### src/rtl/note_pkg.sv
// Shared note-word definitions for the tone generator and the player/recorder
// blocks that produce 27-bit half-period note words.
package note_pkg;

    localparam int              NOTE_W           = 27;
    localparam logic [NOTE_W-1:0] NOTE_REST      = '0;
    localparam int              MIN_HALF_DEFAULT = 16;

    typedef enum logic [1:0] {
        SILENT = 2'd0,
        RUN    = 2'd1,
        RETUNE = 2'd2
    } tone_state_e;

endpackage

### src/rtl/half_period_counter.sv
// Loadable up-counter that pulses tc_o on the last cycle of a period of half_i
// cycles and restarts from zero; load_i clears it.
module half_period_counter #(
    parameter int WIDTH = 27
) (
    input  logic             clk,
    input  logic             rst_n,
    input  logic             load_i,
    input  logic             en_i,
    input  logic [WIDTH-1:0] half_i,
    output logic             tc_o
);

    logic [WIDTH-1:0] cnt_q, cnt_d;

    assign tc_o = en_i && !load_i && (cnt_q == (half_i - WIDTH'(1)));

    always_comb begin
        cnt_d = cnt_q;
        if (load_i || tc_o) begin
            cnt_d = '0;
        end else if (en_i) begin
            cnt_d = cnt_q + WIDTH'(1);
        end
    end

    always_ff @(posedge clk or negedge rst_n) begin
        if (!rst_n) begin
            cnt_q <= '0;
        end else begin
            cnt_q <= cnt_d;
        end
    end

endmodule

### src/rtl/note_tone_gen.sv
// Square-wave tone generator: plays a half-period note word on the speaker pin,
// applying note changes only on wave edges so no runt pulse is ever produced.
module note_tone_gen #(
    parameter int NOTE_W   = note_pkg::NOTE_W,
    parameter int MIN_HALF = note_pkg::MIN_HALF_DEFAULT
) (
    input  logic              clk,
    input  logic              reset,
    input  logic [NOTE_W-1:0] note,
    input  logic              enable,
    output logic              speaker,
    output logic              active,
    output logic [NOTE_W-1:0] cur_half,
    output logic              edge_strb
);
    import note_pkg::*;

    tone_state_e       state_q, state_d;
    logic              speaker_q, speaker_d;
    logic              edge_q, edge_d;
    logic              stop_q, stop_d;
    logic [NOTE_W-1:0] cur_half_q, cur_half_d;
    logic [NOTE_W-1:0] req;
    logic              tc;
    logic              cnt_load;
    logic              cnt_en;

    // The pending note is simply the live request: the value present on the
    // edge cycle is the one that gets applied, so no separate latch is needed.
    always_comb begin
        req = '0;
        if (enable && note != '0) begin
            req = (note < NOTE_W'(MIN_HALF)) ? NOTE_W'(MIN_HALF) : note;
        end
    end

    assign cnt_load = (state_q == SILENT) || stop_q;
    assign cnt_en   = (state_q != SILENT);

    half_period_counter #(.WIDTH(NOTE_W)) u_counter (
        .clk    (clk),
        .rst_n  (reset),
        .load_i (cnt_load),
        .en_i   (cnt_en),
        .half_i (cur_half_q),
        .tc_o   (tc)
    );

    always_ff @(posedge clk or negedge reset) begin
        if (!reset) begin
            state_q    <= SILENT;
            speaker_q  <= 1'b0;
            edge_q     <= 1'b0;
            stop_q     <= 1'b0;
            cur_half_q <= '0;
        end else begin
            state_q    <= state_d;
            speaker_q  <= speaker_d;
            edge_q     <= edge_d;
            stop_q     <= stop_d;
            cur_half_q <= cur_half_d;
        end
    end

    always_comb begin
        state_d = state_q;
        case (state_q)
            SILENT: begin
                if (req != '0) state_d = RUN;
            end
            RUN, RETUNE: begin
                if (stop_q) begin
                    state_d = SILENT;
                end else if (tc) begin
                    if (req == '0) state_d = speaker_q ? RETUNE : SILENT;
                    else           state_d = RUN;
                end else if (req != cur_half_q) begin
                    state_d = RETUNE;
                end else begin
                    state_d = RUN;
                end
            end
            default: state_d = SILENT;
        endcase
    end

    always_comb begin
        speaker_d  = speaker_q;
        cur_half_d = cur_half_q;
        edge_d     = 1'b0;
        stop_d     = 1'b0;
        case (state_q)
            SILENT: begin
                speaker_d  = 1'b0;
                cur_half_d = '0;
                if (req != '0) begin
                    speaker_d  = 1'b1;
                    cur_half_d = req;
                    edge_d     = 1'b1;
                end
            end
            RUN, RETUNE: begin
                if (stop_q) begin
                    speaker_d  = 1'b0;
                    cur_half_d = '0;
                end else if (tc) begin
                    if (req == '0) begin
                        // A high half must finish with a low edge; a low half can stop as is.
                        if (speaker_q) begin
                            speaker_d = 1'b0;
                            edge_d    = 1'b1;
                            stop_d    = 1'b1;
                        end else begin
                            cur_half_d = '0;
                        end
                    end else begin
                        speaker_d  = ~speaker_q;
                        cur_half_d = req;
                        edge_d     = 1'b1;
                    end
                end
            end
            default: begin
                speaker_d  = 1'b0;
                cur_half_d = '0;
            end
        endcase
    end

    assign speaker   = speaker_q;
    assign edge_strb = edge_q;
    assign cur_half  = cur_half_q;
    assign active    = (state_q != SILENT);

endmodule

### config.mk
export PLATFORM = sky130hd
export DESIGN_NAME = note_tone_gen
export DESIGN_NICKNAME = d
export VERILOG_FILES = /design/src/rtl/note_pkg.sv /design/src/rtl/half_period_counter.sv /design/src/rtl/note_tone_gen.sv
export SDC_FILE = /design/constraint.sdc
export NUM_CORES = 1
export LEC_CHECK = 0
export CAP_MARGIN = 0
export CORE_MARGIN = 2
export CORE_UTILIZATION = 50
export DETAILED_ROUTE_END_ITERATION = 8
export GPL_TIMING_DRIVEN = 0
export PLACE_DENSITY = 0.78
export SYNTH_ARGS = -nofsm -noshare
export SYNTH_HDL_FRONTEND = slang
export SYNTH_SLANG_ARGS = --single-unit
### constraint.sdc
create_clock -name clk -period 3.1 [get_ports clk]
set_input_delay 0.62 -clock clk [delete_from_list [all_inputs] [get_ports clk]]
set_output_delay 0.62 -clock clk [all_outputs]
set_load 0.01 [all_outputs]
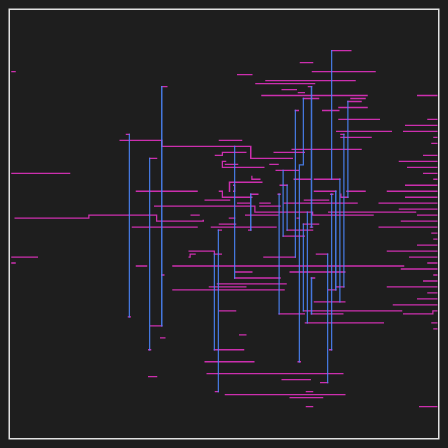
metal_stack.png
Two of the layers only.
| layer | colour | wire length |
|---|---|---|
| met3 | magenta | 1050 um |
| met4 | blue | 668 um |

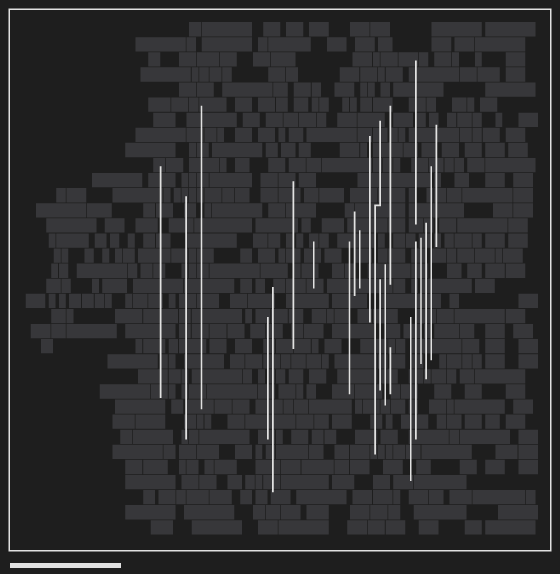
met4.png
Bar = 20 um.
share of all routed wire: 5.0%
longest straight run: 54.4 um

==> results.sh <==
# yosys + openroad results
export IMPL_outcome="finished with violations"
export IMPL_violations="setup timing"
export IMPL_critPathTopFamily="simple AND/OR/NAND/NOR gates"
export IMPL_antenna_left=0
export IMPL_cpPeakStageDelay_ns=0.47
export IMPL_post_cts_buffers=26
export IMPL_highest_layer="met4"
export IMPL_use_met2_pct=45.9
export IMPL_slowest_stage="or4_1"
export IMPL_placement_io_buffers=59
export IMPL_p_seq_share_pct=21.5
export IMPL_grtUsageTotal_pct=27.7
export IMPL_reg2reg_slack_ns=-0.11
export IMPL_die_h_um=97.3
export IMPL_critPathRequiredTime_ns=3.33
export IMPL_synth_flop_count=59
export IMPL_slew_violations=0
export IMPL_p_seq_uw=1120
export IMPL_final_area_um2=5900
export IMPL_cts_resized=42
export IMPL_detail_route_iter0_violations=370
export IMPL_fin_crit_ns=3.21
export IMPL_path_buffers=4
export IMPL_antenna_cells=0
export IMPL_cap_violations=0
export IMPL_seq_area_um2=1480
export IMPL_dr_total_vias=4418
export IMPL_fin_setup_tns_ns=-2.60
export IMPL_area_delta_synth_final_pct=35.5
export IMPL_post_dp_cell_area_um2=5090
export IMPL_edf_count=0
export IMPL_route_met2_wl_mm=6.34
export IMPL_clockBufferDepth=2
export IMPL_gr_usage_met3_pct=5.32
export IMPL_path_class="reg -> reg"
export IMPL_power_internal_uw=2930
export IMPL_final_cell_count_no_fill=698
export IMPL_setup_viol=54
export IMPL_ys_types=69
export IMPL_ys_warn_count=0
export IMPL_clkSinkCount=59
export IMPL_worst_slack_ns=-0.115
export IMPL_fmax_mhz=311
export IMPL_drc=0
export IMPL_fillers=652
export IMPL_grt_pass1_vias=4285
export IMPL_clkPwrFrac_pct=12.9
export IMPL_p_per_area_nw_per_um2=882
export IMPL_die_w_um=97.3
export IMPL_p_comb_share_pct=65.7
export IMPL_clkTransAtPathRegs_ns=0.07
export IMPL_vias_per_cell=6.33
export IMPL_fin_crit_sh_pct=104
export IMPL_clock_latency_ns=0.35
export IMPL_critPathLaunch="cur_half[1]"
export IMPL_ys_cells=492
export IMPL_warnings=29
export IMPL_vdd_ir_drop_max_mv=0.478
export IMPL_timing_rr_end="state_q[1]"
export IMPL_gp_congestion=0.926
export IMPL_synthFlopType="dfrtp_1"
export IMPL_whs_ns=0.298
export IMPL_power_leakage_uw=0.00233
export IMPL_drt_pass1_iter_count=6
export IMPL_powerClk_uw=670
[synthesized netlist by cell type (9+ instances only)]
cell type	number	area [um2]
nor4_1	17	106
clkbuf_1	16	60.1
nand2_1	27	101
a22oi_1	10	75.1
xnor2_1	35	307
and3_1	9	56.3
xor2_1	33	289
o21ai_0	24	120
a22o_1	22	193
nand3_1	24	120
dfrtp_1	59	1480
nor3_1	10	50.1
inv_1	14	52.6
nand3b_1	12	90.1
nor2_1	60	225
[logic make-up (layout without fill, tap and decap cells)]
family / count (synthesis) / in the layout / share of synthesized area (%)
compound gates: 107 / 107 / 18.6
xor+xnor: 68 / 68 / 13.7
fa+ha+maj: 4 / 4 / 1.15
buf+inv: 47 / 145 / 5.66
flops: 59 / 59 / 33.9
mux: 2 / 2 / 0.460
simple gates: 205 / 205 / 26.5
[state kept, by name, indices dropped and copies added (netlist names)]
signal,count
cur_half,27
u_counter.cnt_q,27
state_q,2
edge_strb,1
speaker,1
stop_q,1
[layout make-up]
| type | instances | share of cell area (%) |
|---|---|---|
| buffer | 27 | 3.75 |
| clock buffer | 12 | 2.29 |
| timing repair buffer | 89 | 15.2 |
| tap | 108 | 2.29 |
| multi-input combinational | 386 | 49.8 |
| clock inverter | 3 | 0.679 |
| inverter | 14 | 0.891 |
| sequential | 59 | 25.1 |
[placed cells by master (no fill, tap or decap), types with 6 or more instances in the layout]
master           count
clkdlybuf4s50_1     58
dfrtp_1             56
nor2_1              36
xnor2_1             35
xor2_1              33
nand2_1             27
buf_4               27
o21ai_0             24
nand3_1             23
a22o_1              22
nor2_4              14
clkbuf_1            13
nor4_1              13
nand3b_1            12
inv_1               12
a22oi_1             10
nor2_2              10
clkbuf_8            10
and3_1               9
nor3_1               8
nand4_1              8
buf_6                7
a21oi_1              6
